--- src/rtl/gray_pkg.sv ---
// gray_pkg
// Shared definitions for the grey-to-RGB path: IEEE-754 single-precision
// field widths, the 8-bit scale constant, controller state encodings and
// the input classification used by the conversion datapath.
package gray_pkg;

  localparam int unsigned FP_EXP_W  = 8;
  localparam int unsigned FP_FRAC_W = 23;
  localparam int unsigned FP_BIAS   = 127;

  // Full-scale value for the default 8-bit channel (2^8 - 1).
  localparam int unsigned SCALE_255 = 255;

  // Controller states (3-bit encodings kept stable for existing users).
  localparam logic [2:0] S_IDLE   = 3'd0;
  localparam logic [2:0] S_UNPACK = 3'd1;
  localparam logic [2:0] S_MUL    = 3'd2;
  localparam logic [2:0] S_SHIFT  = 3'd3;
  localparam logic [2:0] S_OUT    = 3'd4;

  // Input classes, decided once at unpack time.
  //   ZERO   : +/-0 or positive denormal
  //   NEG    : any negative value with nonzero magnitude (including -Inf)
  //   NAN    : exponent all ones, fraction nonzero
  //   INF    : +Inf
  //   GE1    : finite, positive, >= 1.0
  //   NORMAL : finite, positive, normal and < 1.0
  typedef enum logic [2:0] {
    ZERO   = 3'd0,
    NEG    = 3'd1,
    NAN    = 3'd2,
    INF    = 3'd3,
    GE1    = 3'd4,
    NORMAL = 3'd5
  } fp_class_t;

endpackage

--- src/rtl/gray_to_rgb_converter_fp_unit_to_uint.sv ---
// fp_unit_to_uint
// Converts a normalised single-precision grey level in [0.0, 1.0] to an
// OUT_W-bit unsigned integer: value * (2^OUT_W - 1), rounded half-up and
// saturated, with a clip flag for inputs outside [0.0, 1.0] or NaN.
//
// Stages:
//   unpack_en : classify din, capture exponent and mantissa
//   mul_en    : capture mantissa * full scale
//   shift     : combinational round/shift/saturate from the captured
//               product; the caller registers res/res_clip
//
// Ports:
//   clk, rst    clock, asynchronous active-high reset
//   unpack_en   load classification/exponent/mantissa from din
//   mul_en      load product register
//   din         IEEE-754 single word
//   res         converted channel value (combinational from registers)
//   res_clip    input was out of range or NaN (combinational)
module fp_unit_to_uint
  import gray_pkg::*;
#(
  parameter int unsigned OUT_W = 8
) (
  input  logic             clk,
  input  logic             rst,
  input  logic             unpack_en,
  input  logic             mul_en,
  input  logic [31:0]      din,
  output logic [OUT_W-1:0] res,
  output logic             res_clip
);

  localparam int unsigned MANT_W = FP_FRAC_W + 1;
  localparam int unsigned PROD_W = MANT_W + OUT_W;
  localparam int unsigned RND_W  = PROD_W + 1;
  localparam int unsigned SH_W   = FP_EXP_W + 1;

  // All-ones is 2^OUT_W - 1: both the scale factor and the saturation value.
  localparam logic [OUT_W-1:0]    FULL_SCALE = '1;
  // value = mant * 2^(exp - BIAS - FRAC_W), so the product is shifted right
  // by (BIAS + FRAC_W) - exp.
  localparam logic [SH_W-1:0]     SH_BASE    = SH_W'(FP_BIAS + FP_FRAC_W);
  localparam logic [FP_EXP_W-1:0] EXP_ONE    = FP_EXP_W'(FP_BIAS);

  logic                 din_s;
  logic [FP_EXP_W-1:0]  din_e;
  logic [FP_FRAC_W-1:0] din_f;

  assign {din_s, din_e, din_f} = din;

  // ---------------------------------------------------------------------
  // Classification (priority order matters: NaN beats sign, sign beats
  // zero/denormal so a negative denormal clips).
  // ---------------------------------------------------------------------
  fp_class_t cls_d;

  always_comb begin
    cls_d = NORMAL;
    if (din_e == '1 && din_f != '0)
      cls_d = NAN;
    else if (din_e == '1 && !din_s)
      cls_d = INF;
    else if (din_s && (din_e != '0 || din_f != '0))
      cls_d = NEG;
    else if (din_e == '0)
      cls_d = ZERO;
    else if (din_e >= EXP_ONE)
      cls_d = GE1;
  end

  // ---------------------------------------------------------------------
  // Unpack and multiply registers
  // ---------------------------------------------------------------------
  fp_class_t           cls_q;
  logic [FP_EXP_W-1:0] exp_q;
  logic [MANT_W-1:0]   mant_q;
  logic                exact_one_q;
  logic [PROD_W-1:0]   prod_q;

  always_ff @(posedge clk or posedge rst) begin
    if (rst) begin
      cls_q       <= ZERO;
      exp_q       <= '0;
      mant_q      <= '0;
      exact_one_q <= 1'b0;
      prod_q      <= '0;
    end else begin
      if (unpack_en) begin
        cls_q       <= cls_d;
        exp_q       <= din_e;
        mant_q      <= (din_e == '0) ? '0 : {1'b1, din_f};
        // Only exactly 1.0 saturates without clipping.
        exact_one_q <= (din_e == EXP_ONE) && (din_f == '0);
      end
      if (mul_en) begin
        prod_q <= PROD_W'(mant_q) * PROD_W'(FULL_SCALE);
      end
    end
  end

  // ---------------------------------------------------------------------
  // Round half-up, shift, saturate
  // ---------------------------------------------------------------------
  logic [SH_W-1:0]  sh;
  logic [RND_W-1:0] rounded;
  logic [RND_W-1:0] shifted;

  always_comb begin
    sh      = SH_BASE - {1'b0, exp_q};
    rounded = '0;
    shifted = '0;
    // Shifts wider than the product always round to zero; skipping them
    // also keeps the rounding bit inside the RND_W-bit adder.
    if (sh <= SH_W'(PROD_W)) begin
      rounded = {1'b0, prod_q} + (RND_W'(1) << (sh - SH_W'(1)));
      shifted = rounded >> sh;
    end
  end

  always_comb begin
    res      = '0;
    res_clip = 1'b0;
    case (cls_q)
      NAN: begin
        res_clip = 1'b1;
      end
      INF: begin
        res      = '1;
        res_clip = 1'b1;
      end
      NEG: begin
        res_clip = 1'b1;
      end
      ZERO: begin
        res      = '0;
      end
      GE1: begin
        res      = '1;
        res_clip = !exact_one_q;
      end
      default: begin
        // Values below 1.0 cannot exceed full scale; the clamp is a guard.
        if (shifted > RND_W'(FULL_SCALE))
          res = '1;
        else
          res = shifted[OUT_W-1:0];
      end
    endcase
  end

endmodule

--- src/rtl/gray_to_rgb_converter.sv ---
// gray_to_rgb_converter
// Converts a normalised single-precision grey level to an 8-bit (OUT_W)
// integer and drives it on all three colour channels. Multi-cycle FSM with
// valid/ready on both sides and a one-entry output holding register.
// Latency is three edges from acceptance to out_valid; a new input can be
// accepted every five cycles at best.
//
// Ports:
//   clk        clock, rising edge
//   rst        asynchronous, active-high reset
//   in_valid   GRAY_IN is valid
//   in_ready   block can accept an input (idle only)
//   GRAY_IN    IEEE-754 single grey level
//   out_valid  R/G/B/clip hold a result
//   out_ready  consumer accepts the result
//   R, G, B    colour channels (all equal)
//   clip       input was outside [0.0, 1.0] or was NaN
module gray_to_rgb_converter
  import gray_pkg::*;
#(
  parameter int unsigned OUT_W = 8
) (
  input  logic             clk,
  input  logic             rst,
  input  logic             in_valid,
  output logic             in_ready,
  input  logic [31:0]      GRAY_IN,
  output logic             out_valid,
  input  logic             out_ready,
  output logic [OUT_W-1:0] R,
  output logic [OUT_W-1:0] G,
  output logic [OUT_W-1:0] B,
  output logic             clip
);

  logic [2:0]       state;
  logic [31:0]      gray_q;
  logic [OUT_W-1:0] pix_q;
  logic [OUT_W-1:0] res;
  logic             res_clip;

  assign in_ready = (state == S_IDLE);

  fp_unit_to_uint #(
    .OUT_W(OUT_W)
  ) u_fp_unit_to_uint (
    .clk      (clk),
    .rst      (rst),
    .unpack_en(state == S_UNPACK),
    .mul_en   (state == S_MUL),
    .din      (gray_q),
    .res      (res),
    .res_clip (res_clip)
  );

  always_ff @(posedge clk or posedge rst) begin
    if (rst) begin
      state     <= S_IDLE;
      gray_q    <= '0;
      pix_q     <= '0;
      clip      <= 1'b0;
      out_valid <= 1'b0;
    end else begin
      case (state)
        S_IDLE: begin
          if (in_valid) begin
            gray_q <= GRAY_IN;
            state  <= S_UNPACK;
          end
        end
        S_UNPACK: begin
          state <= S_MUL;
        end
        S_MUL: begin
          state <= S_SHIFT;
        end
        S_SHIFT: begin
          pix_q     <= res;
          clip      <= res_clip;
          out_valid <= 1'b1;
          state     <= S_OUT;
        end
        S_OUT: begin
          // Result stays on R/G/B/clip after the handshake.
          if (out_ready) begin
            out_valid <= 1'b0;
            state     <= S_IDLE;
          end
        end
        default: begin
          state <= S_IDLE;
        end
      endcase
    end
  end

  assign R = pix_q;
  assign G = pix_q;
  assign B = pix_q;

endmodule

--- config.mk ---
export PLATFORM = sky130hd
export DESIGN_NAME = gray_to_rgb_converter
export DESIGN_NICKNAME = d
export VERILOG_FILES = /design/src/rtl/gray_pkg.sv /design/src/rtl/gray_to_rgb_converter_fp_unit_to_uint.sv /design/src/rtl/gray_to_rgb_converter.sv
export SDC_FILE = /design/constraint.sdc
export NUM_CORES = 1
export LEC_CHECK = 0
export CORE_MARGIN = 2
export CORE_UTILIZATION = 55
export CTS_CLUSTER_SIZE = 16
export DETAILED_ROUTE_END_ITERATION = 10
export HOLD_SLACK_MARGIN = 0.08
export PLACE_DENSITY = 0.71
export SYNTH_ARGS = -nofsm -noshare
export SYNTH_HDL_FRONTEND = slang
export SYNTH_HIERARCHICAL = 1
export SYNTH_SLANG_ARGS = --single-unit
--- constraint.sdc ---
create_clock -name clk -period 12.3 [get_ports clk]
set_clock_uncertainty 0.05 [all_clocks]
set_input_delay 2.46 -clock clk [delete_from_list [all_inputs] [get_ports clk]]
set_output_delay 2.46 -clock clk [all_outputs]
set_load 0.02 [all_outputs]
==> results.json, run 1 <==
{
  "die_y_um": 164.0,
  "period_minus_slack_ps": 8568,
  "crit_path_end": "B[0]",
  "drv_slew": 0,
  "fin_nets": 1837,
  "ctsResizeCount": 0,
  "synth_top_cell_by_count": "inv_1",
  "max_stage_delay_ps": 850,
  "synth_area_leader_cell": "dfrtp_1",
  "clock.fmax_mhz": 116.7,
  "highest_layer": "met4",
  "clockBufferDepth": 2,
  "core.rowCount": 58,
  "clk_share": 0.04042,
  "wl_met1_mm": 18.07,
  "portBuffers": 62,
  "grt_overflow": 0,
  "status": "complete, no violations",
  "end_kind": "flip-flop",
  "syn_area_per_cell_um2": 8.810,
  "ys_ff": 113,
  "die_w_um": 164.0,
  "antennaDiodeCount": 0,
  "syn_inst": 1599,
  "htree_levels": 4,
  "fillerInstances": 2232,
  "gp_congestion": 0.9762,
  "openroad.warnings": 32,
  "nonClkBufAreaFrac": 0.04756,
  "hold_viol": 0,
  "n_all_inverters": 149,
  "worst_r2r_path_depth": 26,
  "async_reset_ff_frac": 1.000,
  "ys_area_um2": 14090,
  "pre_cts_slack_ps": 4026,
  "rsz0062_at_grt": "false",
  "drtAntennaViolNets": 0,
  "clkTransAtPathRegs_ps": 60,
  "crit_required_ps": 12550,
  "sh_comb_area": 0.6655,
  "synth_top_flop_cell": "dfrtp_1",
  "comb_cells": 1246,
  "r2r-end": "B[0]",
  "grt_pass1_vias": 12147,
  "layout.cells.non_filler": 1947,
  "critPathMostFrequentCell": "nand2_1",
  "largest_cell_class": "logic gates",
  "wl_met2_mm": 18.64,
  "relSlewSlack": 0.3581,
  "wire_per_inst_um": 20.91,
  "area_growth_pct": 9.432,
  "synth.cellmix.simpleShare": 0.1643,
  "cts_tree": "done",
  "grt_pass1_wl_mm": 66.38,
  "top_cell_area_share": 0.2007,
  "crit_slowest_cell": "a2111oi_0",
  "arrival_ps": 8820,
  "synth_area_um2": 14090,
  "final_common_cell": "inv_1",
  "post_cts_buffers": 0,
  "place_area_um2": 14790,
  "flop_area_um2": 2828,
  "vias_per_cell": 6.378,
  "dr_wl_met3_mm": 2.910,
  "clock_sinks": 113,
  "place_hpwl_mm": 31.87,
  "stdcell_area_um2": 15420,
  "ys_seq_frac": 0.2007,
  "fa_ha_area_frac": 0.2341,
  "r2r_slack_ps": 3730,
  "ys_sh_aoi": 0.2081,
  "worstMarginPinSlew_ps": 961.4,
  "hp-start": "u_fp_unit_to_uint/prod_q[16]",
  "grt_use_total": 0.3165,
  "n_clock_buffer": 17,
  "yosysWarnings": 6,
  "use_met2": 0.5082,
  "num-nonclk-buffers": 77,
  "logic_family": "adder cells",
  "yosys-top-cells-count": "inv_1, nor2_1, nand2_1, dfrtp_1, fa_1",
  "synth-edff-count": 0,
  "busiest_layer": "met2",
  "worstSetupStartpointType": "flip-flop",
  "tns_ps": 0,
  "r2r-start": "u_fp_unit_to_uint/exp_q[0]",
  "worstHoldPathCells": 1,
  "drc": 0,
  "synth.top_cells.by_area": "dfrtp_1, fa_1, ha_1",
  "drt_iter0_drc": 1273,
  "path_class": "reg -> reg",
  "holdBufCountCts": 0,
  "drt-pass1-iter-count": 6,
  "num_io_pins": 63,
  "fin_ws_ps": 3732,
  "hp-class": "reg -> reg",
  "layout.area.comb_um2": 10260,
  "final_cell_mix": "inv_1, nor2_1, nand2_1",
  "met1_usage": 0.4476,
  "mux_share": 0.08402,
  "flop-count": 113,
  "xor_share": 0.03597,
  "period_used_share": 0.6966,
  "setup_violations": 0,
  "ys_cells": 1599,
  "crit_path_start": "u_fp_unit_to_uint/exp_q[0]",
  "drive_gt1_frac": 0.1095,
  "largestRegisters": "gray_q (32), u_fp_unit_to_uint/prod_q (32), u_fp_unit_to_uint/mant_q (24)",
  "antenna_found_initial": 0,
  "grt_max_degree": 69,
  "syn-num-nets": 1832,
  "synth.distinct_cells": 99,
  "hold_end": "u_fp_unit_to_uint/prod_q[16]",
  "dp.cells": 1915,
  "seq_share": 0.1834,
  "drv_cap": 0,
  "taps": 330,
  "worst_skew_pair.late_latency_ps": 420,
  "die_area_um2": 26910,
  "cts_root_buffer": "clkbuf_16",
  "path_max_fanout": 48,
  "cts_buffers": 17
}
run 1: worst max-delay path: cells and delay by family, from the launching register on:
kind / cells / cell delay, ps
simple gates: 10 / 2890
compound gates: 9 / 2860
fa+ha+maj: 2 / 980
buf+inv: 3 / 860
flops: 1 / 320
mux: 1 / 260
xor+xnor: 1 / 180
run 1: metrics by stage:
stage,hold slack (ps),util
floorplan,432.5,-
global placement,439.0,0.5874
detailed placement,453.2,0.5874
CTS,468.3,0.6122
global route,490.1,0.6122
finish,462.5,0.6122
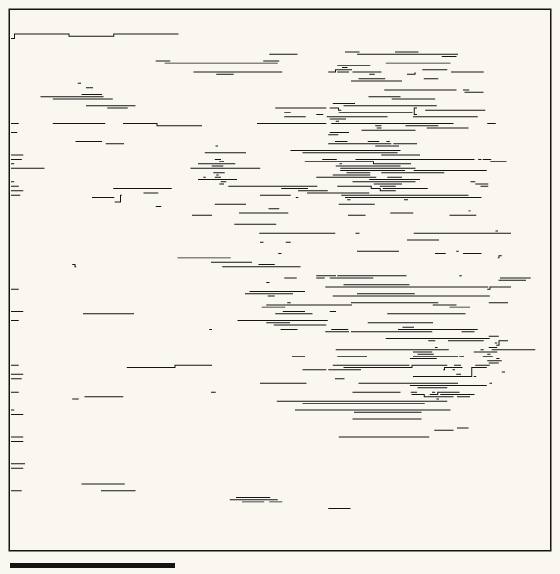
Fig. 1. The metal 3 layer (run 1).
Bar = 50 um.
nets with wire on the layer	197
wire length on this layer	2910 um
WL final: 40.72 mm
M3 GR Usage: 0.04672
detailed-route via count: 12418

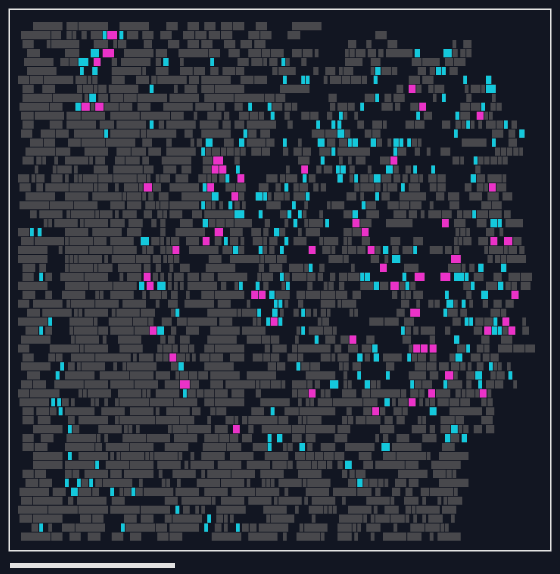
Fig. 2. Gate families picked out (run 1).
Bar = 50 um.
family	colour	cells
NAND gates	cyan	205
AND and OR gates	magenta	57

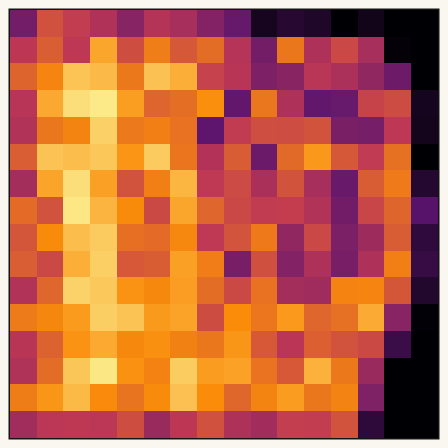
Fig. 3. Cell density map (run 1).
16 x 16 tiles, from black (low) to pale yellow (high), 0 to 100% covered.
nearly empty tiles	5.9%
fullest tile	95%
mean over tiles	56%
tiles over 75% full	22%
emptiest ninth of the die	upper right
Core Util, Final: 0.6122
total core area: 25180 um^2
Core Util at FP: 0.5594

## Run 2: what changed since run 1
- PLACE_DENSITY: 0.71 -> 0.73
- clock period: 12.3 -> 7.7 ns (I/O delays scaled with it)
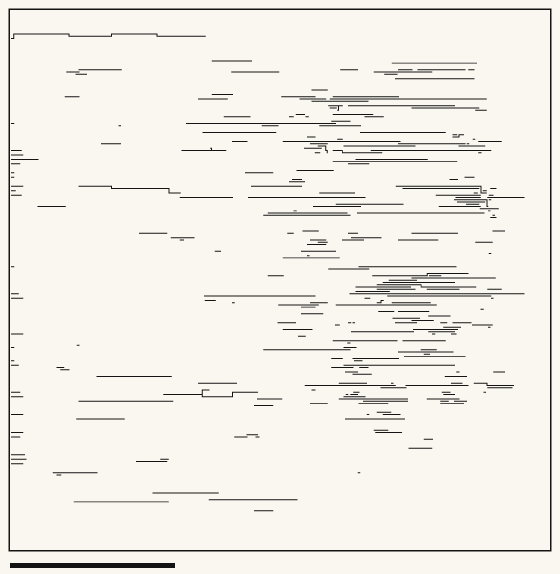
Fig. 4. The metal 3 layer (run 2).
Bar = 50 um.
share of all routed wire	6.5%
main direction	horizontal
nets with wire on the layer	204
WL final: 39.39 mm
M3 GR Usage: 0.04091
detailed-route via count: 12257

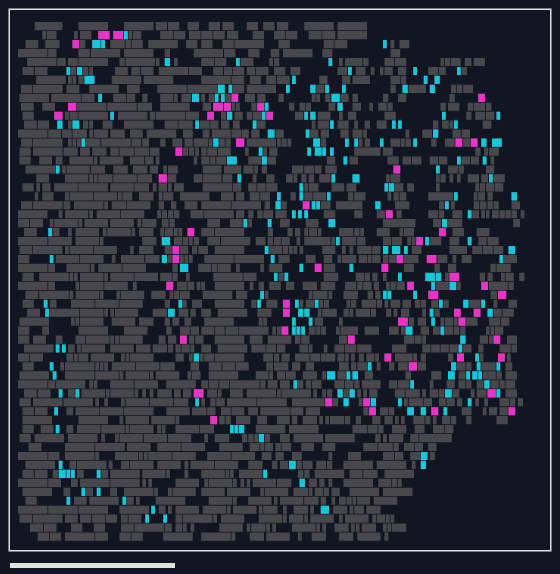
Fig. 5. Gate families picked out (run 2).
Bar = 50 um.
family	colour	cells
AND and OR gates	magenta	57
NAND gates	cyan	205

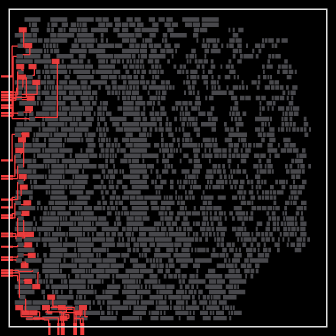
Fig. 6. Wires at chosen ports, followed through buffers (run 2).
port	colour	direction	edge	end cells	wire
GRAY_IN	red	input	24 left, 8 bottom	32	584 um
I/O Pins: 63
PortBufs: 62

==> run 2 against run 1 <==
  * Global-route usage is 0.84 points lower
  * Sequential share of layout area hardly changed
  * Register-to-register slack worse by 3300 ps
  * Area after synthesis stayed put
  * Non-clock buffer count is 11 higher
  * Largest cell class unchanged
  * Sequential cell count stayed put
  * Core utilization is 0.12 points higher
  * Hold slack worse by 8.8 ps
  * Routed wire length is 3.2% lower
==> results.json, run 2 <==
{
  "status": "complete, no violations",
  "worst_skew_pair.late_latency_ps": 420,
  "worst-path-stages": 25,
  "hp-class": "reg -> reg",
  "place_area_um2": 14880,
  "synth_top_cell_by_count": "inv_1",
  "ys_area_um2": 14090,
  "crit_required_ps": 7960,
  "hp-start": "clip",
  "vias_per_cell": 6.260,
  "path_delay_family": "simple AND/OR/NAND/NOR gates",
  "die_area_um2": 26910,
  "drt_iter0_drc": 1397,
  "synth_area_um2": 14090,
  "drive_gt1_frac": 0.1167,
  "crit_path_start": "u_fp_unit_to_uint/exp_q[1]",
  "synth_area_leader_cell": "dfrtp_1",
  "openroad.warnings": 32,
  "holdBufCountCts": 0,
  "grt_pass1_vias": 12109,
  "htree_levels": 4,
  "clock_sinks": 113,
  "hold_viol": 0,
  "antennaDiodeCount": 0,
  "dp.cells": 1926,
  "core.rowCount": 58,
  "hold_end": "clip",
  "drv_slew": 0,
  "mux_share": 0.08402,
  "drc": 0,
  "path_max_fanout": 34,
  "area_growth_pct": 9.654,
  "path_class": "reg -> reg",
  "final_cell_mix": "inv_1, nor2_1, nand2_1",
  "place_hpwl_mm": 31.35,
  "drtAntennaViolNets": 0,
  "die_w_um": 164.0,
  "cts_buffers": 17,
  "async_reset_ff_frac": 1.000,
  "tns_ps": 0,
  "drv_cap": 0,
  "floorplan.core_util": 0.5594,
  "xor_share": 0.03597,
  "r2r-start": "u_fp_unit_to_uint/exp_q[1]",
  "worst_r2r_path_depth": 25,
  "clock.fmax_mhz": 138.0,
  "worstHoldPathCells": 1,
  "gp_congestion": 0.9981,
  "period_used_share": 0.9414,
  "setup_violations": 0,
  "post_cts_buffers": 0,
  "cts_root_buffer": "clkbuf_16",
  "fin_ws_ps": 451.2,
  "syn-num-nets": 1832,
  "grt_use_total": 0.3080,
  "antenna_found_initial": 1,
  "layout.cells.non_filler": 1958,
  "r2r_slack_ps": 450,
  "worstPathBufferInverterCount": 3,
  "fin_nets": 1848,
  "yosys-top-cells-count": "inv_1, nor2_1, nand2_1, dfrtp_1, fa_1",
  "top_cell_area_share": 0.2007,
  "synth_top_flop_cell": "dfrtp_1",
  "syn_area_per_cell_um2": 8.810,
  "clkTransAtPathRegs_ps": 60,
  "clockBufferDepth": 2,
  "logic_family": "adder cells",
  "syn_inst": 1599,
  "stdcell_area_um2": 15450,
  "r2r-end": "B[0]",
  "drt-pass1-iter-count": 5,
  "utilization": 0.6134,
  "core_um2": 25180
}
==> run 2: per-layer routing <==
layer  track usage  vias up  share of wire
met4        0.1001        2          0.029
met2        0.4891      481           0.46
met5             0        -        0.00020
met3       0.04091       77          0.065
li1              -     5765              -
met1        0.4379     5932           0.45
==> run 2: layout make-up <==
type	count	area, um^2
well taps	330	412.9
fillers	2152	9734
clock inverters	15	137.6
repair buffers	88	815.8
multi-input cells	1246	10270
clock buffers	17	425.4
flip-flops and latches	113	2828
inverters	149	559.3
